run_1/congestion.png
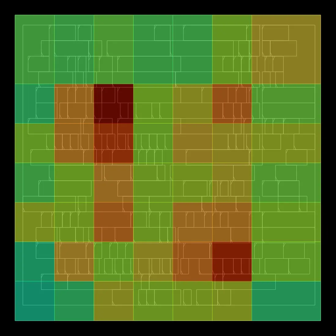
run_1/layer_met1.png
Supply wires on this layer in gray.
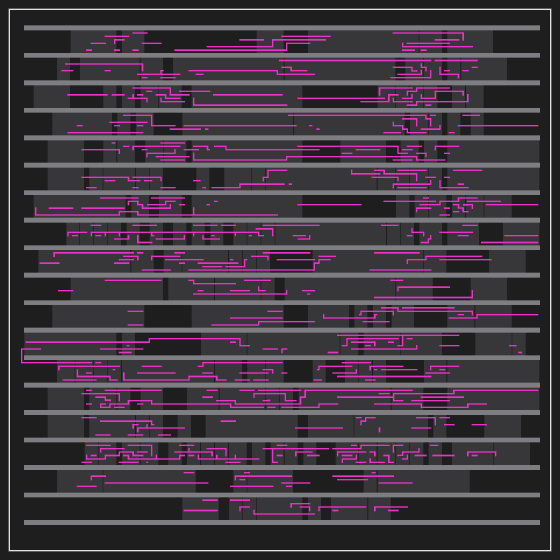
run_1/layer_met2.png
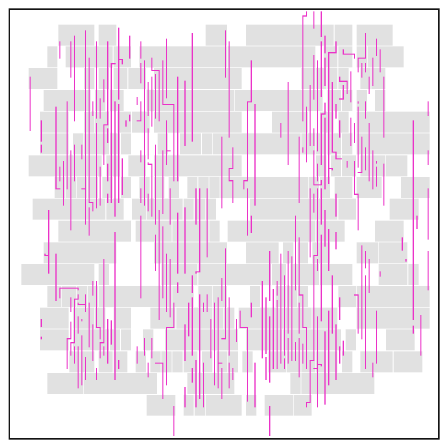
==> config.mk <==
export PLATFORM = sky130hd
export DESIGN_NAME = obstacle_spawner
export DESIGN_NICKNAME = d
export VERILOG_FILES = /design/src/rtl/obstacle_spawner.sv
export SDC_FILE = /design/constraint.sdc
export NUM_CORES = 1
export LEC_CHECK = 0
export ABC_AREA = 1
export ABC_CLOCK_PERIOD_IN_PS = 2600
export CORE_UTILIZATION = 59
export CTS_CLUSTER_DIAMETER = 100
export CTS_CLUSTER_SIZE = 14
export DETAILED_ROUTE_END_ITERATION = 8
export GPL_TIMING_DRIVEN = 0
export PLACE_DENSITY = 0.83
export SKIP_CTS_REPAIR_TIMING = 1
export SLEW_MARGIN = 20
export SYNTH_ARGS = -nofsm -noshare
export SYNTH_HDL_FRONTEND = slang
export SYNTH_SLANG_ARGS = --single-unit
export TNS_END_PERCENT = 100
==> constraint.sdc <==
create_clock -name clk -period 2.6 [get_ports clk]
set_input_delay 0.78 -clock clk [delete_from_list [all_inputs] [get_ports clk]]
set_output_delay 0.78 -clock clk [all_outputs]
set_load 0.005 [all_outputs]
==> src/rtl/obstacle_spawner.sv <==
// obstacle_spawner
//   Turns the 5-bit LFSR word into timed obstacle spawn events. After a
//   random gap of MIN_GAP + rnd[4:3] game ticks a lane is chosen from
//   rnd[2:0]. The lane is bumped by one if it repeats the previous lane.
//   The event is then queued in a small show-ahead FIFO, which the
//   renderer/collision logic drains over a valid/ready handshake.
//
// Ports
//   clk          system clock
//   RESET        asynchronous, active-high reset
//   enable       game running; 0 pauses spawning (the FIFO still drains)
//   tick         one-clk-wide game tick pulse
//   rnd[4:0]     random word, sampled only in LOAD (gap) and SPAWN (lane)
//   spawn_lane   lane of the FIFO head entry, 0 when empty
//   spawn_valid  FIFO not empty
//   spawn_ready  consumer accepts the head entry
//   fifo_count   number of queued entries (0..FIFO_DEPTH)
//   overflow     sticky flag: a spawn was dropped on a full FIFO
module obstacle_spawner #(
  parameter int MIN_GAP    = 4,
  parameter int FIFO_DEPTH = 4   // power of 2; fifo_count is 3 bits, so at most 4
) (
  input  logic       clk,
  input  logic       RESET,
  input  logic       enable,
  input  logic       tick,
  input  logic [4:0] rnd,
  output logic [2:0] spawn_lane,
  output logic       spawn_valid,
  input  logic       spawn_ready,
  output logic [2:0] fifo_count,
  output logic       overflow
);

  localparam int         PTR_W   = (FIFO_DEPTH > 1) ? $clog2(FIFO_DEPTH) : 1;
  localparam logic [2:0] DEPTH_C = 3'(FIFO_DEPTH);

  typedef enum logic [1:0] {
    ST_IDLE,
    ST_LOAD,
    ST_WAIT,
    ST_SPAWN
  } state_t;

  state_t     state, state_nxt;
  logic [2:0] gap_cnt;
  logic [2:0] last_lane;

  logic       load_gap;
  logic       dec_gap;
  logic       push_req;
  logic       push_ok;
  logic       pop;
  logic [2:0] new_lane;

  logic [2:0]       mem [FIFO_DEPTH];
  logic [PTR_W-1:0] wr_ptr, rd_ptr;

  // ---------------------------------------------------------------------
  // FSM: state register
  // ---------------------------------------------------------------------
  // NOTE: sequential state uses non-blocking assignments so every register
  // samples pre-edge values, independent of process evaluation order.
  always_ff @(posedge clk or posedge RESET) begin
    if (RESET) state <= ST_IDLE;
    else       state <= state_nxt;
  end

  // ---------------------------------------------------------------------
  // FSM: next-state logic
  // ---------------------------------------------------------------------
  // NOTE: every combinational output gets a default first, so no path
  // leaves it unassigned and no latch is inferred.
  always_comb begin
    state_nxt = state;
    unique case (state)
      ST_IDLE:  if (enable) state_nxt = ST_LOAD;
      ST_LOAD:  state_nxt = ST_WAIT;
      ST_WAIT: begin
        if (!enable)                     state_nxt = ST_IDLE;
        else if (tick && gap_cnt == 3'd1) state_nxt = ST_SPAWN;
      end
      // SPAWN always reloads the gap; enable is re-checked in WAIT.
      ST_SPAWN: state_nxt = ST_LOAD;
      default:  state_nxt = ST_IDLE;
    endcase
  end

  // ---------------------------------------------------------------------
  // FSM: outputs (datapath controls)
  // ---------------------------------------------------------------------
  always_comb begin
    load_gap = (state == ST_LOAD);
    dec_gap  = (state == ST_WAIT) && enable && tick && (gap_cnt != 3'd1);
    push_req = (state == ST_SPAWN);
  end

  // Lane pick: a repeat of the previous lane moves one lane over (7 wraps to 0).
  always_comb begin
    new_lane = rnd[2:0];
    if (rnd[2:0] == last_lane) new_lane = rnd[2:0] + 3'd1;
  end

  // A full FIFO can still take a push when the head is popped on the same edge.
  assign pop     = spawn_valid && spawn_ready;
  assign push_ok = push_req && ((fifo_count != DEPTH_C) || pop);

  // ---------------------------------------------------------------------
  // Gap counter and lane history
  // ---------------------------------------------------------------------
  always_ff @(posedge clk or posedge RESET) begin
    if (RESET) begin
      gap_cnt   <= '0;
      last_lane <= '0;
    end else begin
      if (load_gap)     gap_cnt <= 3'(MIN_GAP) + {1'b0, rnd[4:3]};
      else if (dec_gap) gap_cnt <= gap_cnt - 3'd1;
      // A dropped spawn must not influence the next lane choice.
      if (push_ok)      last_lane <= new_lane;
    end
  end

  // ---------------------------------------------------------------------
  // Spawn FIFO
  // ---------------------------------------------------------------------
  // NOTE: the storage array is not reset; nothing reads it unless
  // fifo_count says the entry is live, so stale contents are harmless.
  always_ff @(posedge clk) begin
    if (push_ok) mem[wr_ptr] <= new_lane;
  end

  always_ff @(posedge clk or posedge RESET) begin
    if (RESET) begin
      wr_ptr     <= '0;
      rd_ptr     <= '0;
      fifo_count <= '0;
      overflow   <= 1'b0;
    end else begin
      if (push_ok) wr_ptr <= wr_ptr + PTR_W'(1);
      if (pop)     rd_ptr <= rd_ptr + PTR_W'(1);
      unique case ({push_ok, pop})
        2'b10:   fifo_count <= fifo_count + 3'd1;
        2'b01:   fifo_count <= fifo_count - 3'd1;
        default: fifo_count <= fifo_count;
      endcase
      if (push_req && !push_ok) overflow <= 1'b1;
    end
  end

  assign spawn_valid = (fifo_count != 3'd0);
  assign spawn_lane  = spawn_valid ? mem[rd_ptr] : 3'd0;

endmodule

==> deck_impl_summary.md, run 1 <==
Physical Implementation Snapshot

Final timing
  • Shortest period the worst path allows: 2.27 ns
  • Achievable clock frequency: 0.441 GHz
  • Share of the clock period used by the worst path: 87.3%
  • Worst slew margin relative to its limit: 60.1%

Critical path
  • Total buffers and inverters traversed by the critical path: 1
  • Top delay family on crit path: flip-flops
  • Reg2reg end: fifo_count[2]
  • CP peak stage delay: 0.48 ns
  • Worst endpoint data arrival time: 1.49 ns

Hold path
  • Worst min-delay path class: flop to flop
  • WHS Path Cells: 1

Logic synthesis
  • Register area share after synthesis: 48.7%
  • Top area cells in the synthesized netlist: sky130_fd_sc_hd__dfrtp_1, sky130_fd_sc_hd__edfxtp_1, sky130_fd_sc_hd__ha_1, sky130_fd_sc_hd__inv_1, sky130_fd_sc_hd__nand2_1
  • Complex-gate fraction of the synthesized area: 7.37%
  • Simple logic cell fraction of the synthesized area: 22.2%
  • Top cell area share: 25.6%
  • Count of state elements after synthesis: 28

Pwr
  • Seq power: 730 uW
  • Net switching power: 783 uW
  • Cell Int Power: 1.11 mW
  • Power in combinational cells: 973 uW

Placed design
  • Cell Area, Placed: 0.00177 mm2
  • Routability congestion estimate: 0.758

Clocking
  • Number of buffers inserted during clock tree synthesis: 3
  • Clock input transition at the sequential cells of the worst setup and hold paths: 0.14 ns

Cells and area
  • Number of nets in the final layout: 214
  • Synth-to-layout area growth: 15.8%
  • Number of standard cells in the final layout excluding fillers: 221
  • Proportion of layout cells with a drive suffix above 1: 9.42%

Flow run
  • Max-cap violations: 0

Routing
  • Detailed-routing iteration count for the pre-antenna-repair pass: 6
  • Antenna-violating nets left: 0

Outcome
  • Status: completed

Floorplan
  • Full die area: 0.00286 mm2

Global route
  • Global-route usage over all layers: 22.3%
Notes on congestion.png above:
Final Util: 72.3%
Avg WL per Cell: 12.5 um

Notes on layer_met1.png above:
main direction: horizontal
share of all routed wire: 44%
longest straight run: 16.6 um
drt total wl: 2.76 mm
total number of vias: 1156
global routing usage on met1: 25.3%

Notes on layer_met2.png above:
nets with wire on the layer: 171
share of all routed wire: 51%
wire length on this layer: 1420 um
met2 Resource Use GR: 41.3%

## run 1: per-layer routing
metal  vias to the layer above  track usage (%)
li1                        583                -
met1                       535             25.3
met2                        32             41.3
met3                         6             2.59
met4                         0             9.65
met5                         -                0
## run 1: registers in the layout (all words and copies together), names as in the netlist
name        cells
fifo_count      3
wr_ptr          2
overflow        1
mem            12
last_lane       3
gap_cnt         3
state           2
rd_ptr          2
## run 1: Yosys cell counts
master	instances
sky130_fd_sc_hd__nand4_1	5
sky130_fd_sc_hd__xor2_1	3
sky130_fd_sc_hd__xnor2_2	2
sky130_fd_sc_hd__nor2_1	22
sky130_fd_sc_hd__fa_1	1
sky130_fd_sc_hd__nand2_2	3
sky130_fd_sc_hd__nand2_1	25
sky130_fd_sc_hd__dfrtp_1	16
sky130_fd_sc_hd__a21oi_1	6
sky130_fd_sc_hd__nand3_1	7
sky130_fd_sc_hd__xnor2_1	1
sky130_fd_sc_hd__and2_1	3
sky130_fd_sc_hd__edfxtp_1	12
sky130_fd_sc_hd__nor2_2	1
sky130_fd_sc_hd__nand2_4	2
sky130_fd_sc_hd__ha_1	11
sky130_fd_sc_hd__or2_1	1
sky130_fd_sc_hd__o21ai_1	5
sky130_fd_sc_hd__a22oi_1	1
sky130_fd_sc_hd__inv_2	3
sky130_fd_sc_hd__o21bai_1	1
sky130_fd_sc_hd__inv_1	26
sky130_fd_sc_hd__nand3_2	2
sky130_fd_sc_hd__buf_2	1
sky130_fd_sc_hd__nor2_4	1
sky130_fd_sc_hd__o21ai_0	9
## run 1: cell type report
type,count,area (um2)
fillers,197,692
inverters,29,111
clock buffers,4,26.3
flip-flops and latches,28,761
well taps,30,37.5
repair buffers,17,178
multi-input cells,112,687
plain buffers,1,7.51
==> run 2, diff against run 1 <==
Settings changed: SLEW_MARGIN 20 to 0.
run_2/congestion.png
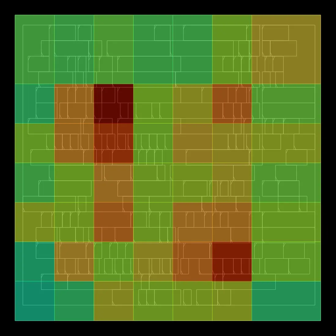
global route hottest layer: met2
fraction of met3 tracks used by global routing: 2.59%
global-route usage over all layers: 22.3%

==> run 2 against run 1 <==
Power did not move. Via count did not move. Area after synthesis did not move. Largest cell class unchanged. Highest routed layer unchanged.
==> deck_impl_summary.md, run 2 <==
Physical Implementation Snapshot

Clocking
  • Deepest clock path buffer count: 2
  • Clock input transition at the sequential cells of the worst setup and hold paths: 0.14 ns
  • Number of buffers inserted during clock tree synthesis: 3

Cells and area
  • Number of flip-flops under the largest register name: 12
  • Fill cell total of the finished layout: 197
  • Proportion of layout cells with a drive suffix above 1: 9.42%
  • Number of nets in the final layout: 214
  • Antenna diode instance count: 0
  • Number of standard cells in the final layout excluding fillers: 221
  • Synth-to-layout area growth: 15.8%
  • Reg with most FFs: mem

Routing
  • Total number of vias: 1156
  • Avg WL per Cell: 12.5 um
  • Detailed-routing iteration count for the pre-antenna-repair pass: 6
  • Drt total wl: 2.76 mm

Final timing
  • Worst slew margin relative to its limit: 60.1%
  • Final setup skew: 0.00727 ns
  • Worst setup margin: 0.331 ns
  • Achievable clock frequency: 0.441 GHz
  • Setup_tns: 0 ns
  • Share of the clock period used by the worst path: 87.3%
  • Shortest period the worst path allows: 2.27 ns

Critical path
  • Top delay family on crit path: flip-flops
  • Critical path endpoint category: primary output
  • Worst endpoint data arrival time: 1.49 ns
  • CP peak stage delay: 0.48 ns
  • Total buffers and inverters traversed by the critical path: 1

Logic synthesis
  • Fraction of registers with async set or reset after synthesis: 57.1%
  • Mean cell area of the mapped netlist: 9.19 um2
  • Count of state elements after synthesis: 28
  • Number of enable-type register cells in the synthesized netlist: 12
  • Cell types with the highest counts after synthesis: sky130_fd_sc_hd__inv_1, sky130_fd_sc_hd__nand2_1, sky130_fd_sc_hd__nor2_1
  • Top area cells in the synthesized netlist: sky130_fd_sc_hd__dfrtp_1, sky130_fd_sc_hd__edfxtp_1, sky130_fd_sc_hd__ha_1, sky130_fd_sc_hd__inv_1, sky130_fd_sc_hd__nand2_1
  • Most frequent cell after synthesis: sky130_fd_sc_hd__inv_1
  • Top cell area share: 25.6%
  • Gate count after technology mapping: 170

Outcome
  • Status: completed

Flow run
  • Max-cap violations: 0

Pwr
  • Cell Int Power: 1.11 mW
  • Share of power burned in combinational logic: 51.5%
  • Seq power: 730 uW
  • Net switching power: 783 uW
  • Power in combinational cells: 973 uW

Floorplan
  • Full die area: 0.00286 mm2
  • IO Count: 18

Hold path
  • Worst min-delay path class: flop to flop

Placed design
  • Routability congestion estimate: 0.758
run_2/layer_met2.png
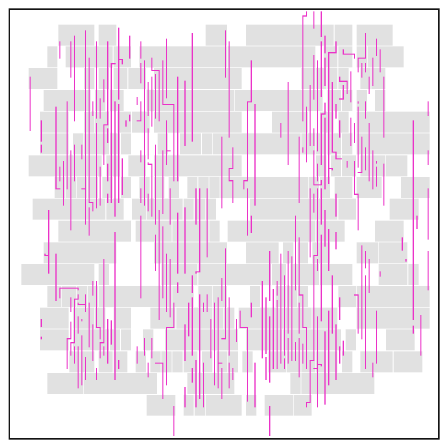

==> run 2: layer usage <==
layer  vias up  global-route usage, %  routed length (um)
li1        583                      -                   -
met3         6                   2.59                  90
met1       535                   25.3                1220
met5         -                      0                   0
met2        32                   41.3                1420
met4         0                   9.65                  42
==> run 2: path summary, 6_finish.rpt <==
kind | to | cells past startpoint | from | slack (ns)
max in group asynchronous | gap_cnt[2] | 2 | RESET | 1.42
min in group asynchronous | rd_ptr[0] | 2 | RESET | 0.79
worst max register to register | fifo_count[2] | 9 | state[1] | 0.74
worst max-delay path | spawn_valid | 3 | fifo_count[0] | 0.33
worst min-delay path | gap_cnt[2] | 1 | gap_cnt[2] | 0.48
worst min register to register | gap_cnt[2] | 1 | gap_cnt[2] | 0.48
==> run 2: through the flow <==
step | cell area (um2) | total power [mW] | util (%)
floorplan | 1560 | 1.38 | -
global placement | 1770 | 1.64 | 70.8
detailed placement | 1770 | 1.71 | 70.8
CTS | 1800 | 1.89 | 71.8
global route | 1810 | 2.05 | 72.3
finish | 1810 | 1.89 | 72.3
==> run 2: layout make-up <==
| class | count | area [um2] | area share (%) |
|---|---|---|---|
| Clock buffer | 4 | 26.3 | 1.45 |
| Buffer | 1 | 7.51 | 0.415 |
| Inverter | 29 | 111 | 6.16 |
| Multi-Input combinational cell | 112 | 687 | 38.0 |
| Sequential cell | 28 | 761 | 42.1 |
| Tap cell | 30 | 37.5 | 2.08 |
| Timing Repair Buffer | 17 | 178 | 9.83 |
==> run 2: logic make-up after synthesis <==
family / share of synthesized area, %
AND/OR/NAND/NOR: 22.2
buffers and inverters: 7.29
adder cells (fa/ha/maj): 10.1
XOR/XNOR: 4.33
AND-OR/OR-AND: 7.37
flip-flops: 48.7
==> run 3, diff against run 2 <==
Settings changed: CAP_MARGIN set to 20, GPL_ROUTABILITY_DRIVEN set to 0.
run_3/io_fan.png
The bar under the picture is 20 um long.
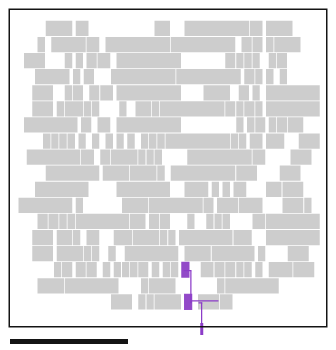
| color | port | bits | direction | edge | end cells | wire |
|---|---|---|---|---|---|---|
| purple | enable | 1 | input | south | 2 | 15.5 um |
IO Count: 18
number of buffers inserted by port buffering: 17

run_3/flops_by_reg.png
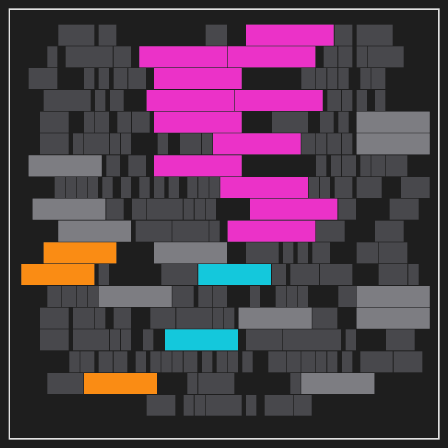
| color | netlist name | placed flops |
|---|---|---|
| magenta | mem | 12 |
| cyan | state | 2 |
| orange | gap_cnt | 3 |
Reg area: 761 um2
share of cell area taken by flip-flops and latches: 42.1%

==> run 3 against run 2 <==
Hold slack unchanged. Non-clock buffer count did not move. Fmax unchanged. Power unchanged. Sequential cell count stayed put. Critical path depth unchanged. Setup slack did not move. Die area unchanged. Via count unchanged. Cell count did not move. First-iteration DRC count did not move.
==> deck_impl_summary.md, run 3 <==
Physical Implementation Snapshot

Outcome
  • Status: completed

Logic synthesis
  • Cell types with the highest counts after synthesis: sky130_fd_sc_hd__inv_1, sky130_fd_sc_hd__nand2_1, sky130_fd_sc_hd__nor2_1
  • Gate count after technology mapping: 170
  • Register area share after synthesis: 48.7%
  • Dominant register cell: sky130_fd_sc_hd__dfrtp_1
  • Fraction of registers with async set or reset after synthesis: 57.1%
  • Count of state elements after synthesis: 28
  • Number of cells in Yosys stat: 170
  • Top cell area share: 25.6%
  • Top area cells in the synthesized netlist: sky130_fd_sc_hd__dfrtp_1, sky130_fd_sc_hd__edfxtp_1, sky130_fd_sc_hd__ha_1, sky130_fd_sc_hd__inv_1, sky130_fd_sc_hd__nand2_1
  • Number of enable-type register cells in the synthesized netlist: 12
  • Most frequent cell after synthesis: sky130_fd_sc_hd__inv_1

Routing
  • Via-to-Cell Ratio: 5.23
  • Drt total wl: 2.76 mm
  • Antenna-violating nets left: 0
  • Avg WL per Cell: 12.5 um
  • Total number of vias: 1156
  • Detailed-routing iteration count for the pre-antenna-repair pass: 6

Cells and area
  • Proportion of layout cells with a drive suffix above 1: 9.42%
  • Number of nets in the final layout: 214
  • Final Util: 72.3%
  • Reg with most FFs: mem
  • Synth-to-layout area growth: 15.8%
  • Antenna diode instance count: 0
  • Number of flip-flops under the largest register name: 12

Clocking
  • Number of buffers inserted during clock tree synthesis: 3
  • Clock input transition at the sequential cells of the worst setup and hold paths: 0.14 ns
  • Deepest clock path buffer count: 2

Placed design
  • Cell Area, Placed: 0.00177 mm2

Final timing
  • Worst slew margin relative to its limit: 60.1%
  • Share of the clock period used by the worst path: 87.3%
  • Final setup skew: 0.00727 ns
  • Achievable clock frequency: 0.441 GHz
  • Shortest period the worst path allows: 2.27 ns
  • Setup_tns: 0 ns

Global route
  • Global-route usage over all layers: 22.3%
  • GRT overflow: 0

Pwr
  • Power consumption: 1.89 mW
  • Cell Int Power: 1.11 mW
  • Net switching power: 783 uW
  • Seq power: 730 uW

Critical path
  • CP peak stage delay: 0.48 ns
  • Depth of the worst register-to-register path: 9
  • Worst endpoint data arrival time: 1.49 ns
  • Critical path endpoint category: primary output

Hold path
  • Worst min-delay path class: flop to flop
  • WHS Path Cells: 1

Flow run
  • OpenROAD warning count: 33
  • Max-cap violations: 0
[run 3: cells by family (layout without fill, tap and decap cells)]
family | after synthesis | count (layout) | share of synthesized area, %
AOI/OAI and AO/OA | 22 | 22 | 7.37
xor gates and xnor gates | 6 | 6 | 4.33
adders and majority gates | 12 | 12 | 10.1
buffers and inverters | 30 | 51 | 7.29
DFF | 28 | 28 | 48.7
and+or+nand+nor | 72 | 72 | 22.2
[run 3: path summary, 6_finish.rpt]
path                               start  slack, ns       endpoint
max                        fifo_count[0]       0.33    spawn_valid
min                           gap_cnt[2]       0.48     gap_cnt[2]
max reg2reg                     state[1]       0.74  fifo_count[2]
min reg2reg                   gap_cnt[2]       0.48     gap_cnt[2]
max in group asynchronous          RESET       1.42     gap_cnt[2]
min in group asynchronous          RESET       0.79      rd_ptr[0]
[run 3: metal layers]
layer / part of all wire (%) / routed length [um] / vias to the layer above / global-route usage (%)
li1: - / - / 583 / -
met1: 44 / 1220 / 535 / 25.3
met2: 51 / 1420 / 32 / 41.3
met3: 3.3 / 90 / 6 / 2.59
met4: 1.5 / 42 / 0 / 9.65
met5: 0 / 0 / - / 0
[run 3: worst max-delay path: cells and delay by family, from the launching register on]
family | cells | cell delay, ns
buffers and inverters | 1 | 0.45
flip-flops | 1 | 0.48
AND/OR/NAND/NOR | 2 | 0.24
[run 3: per-stage QoR]
stage,cells,setup slack (ns)
final,221,0.331
after global routing,221,0.253
after CTS,221,0.0246
after detailed placement,217,0.175
after global placement,217,0.255
after floorplan,170,0.955
[run 3: cell type report]
type                            instances  area (um2)
Clock buffer                            4        26.3
Timing Repair Buffer                   17         178
Multi-Input combinational cell        112         687
Tap cell                               30        37.5
Buffer                                  1        7.51
Fill cell                             197         692
Sequential cell                        28         761
Inverter                               29         111
No activity file was given, so power comes from the tool's default toggle rates.
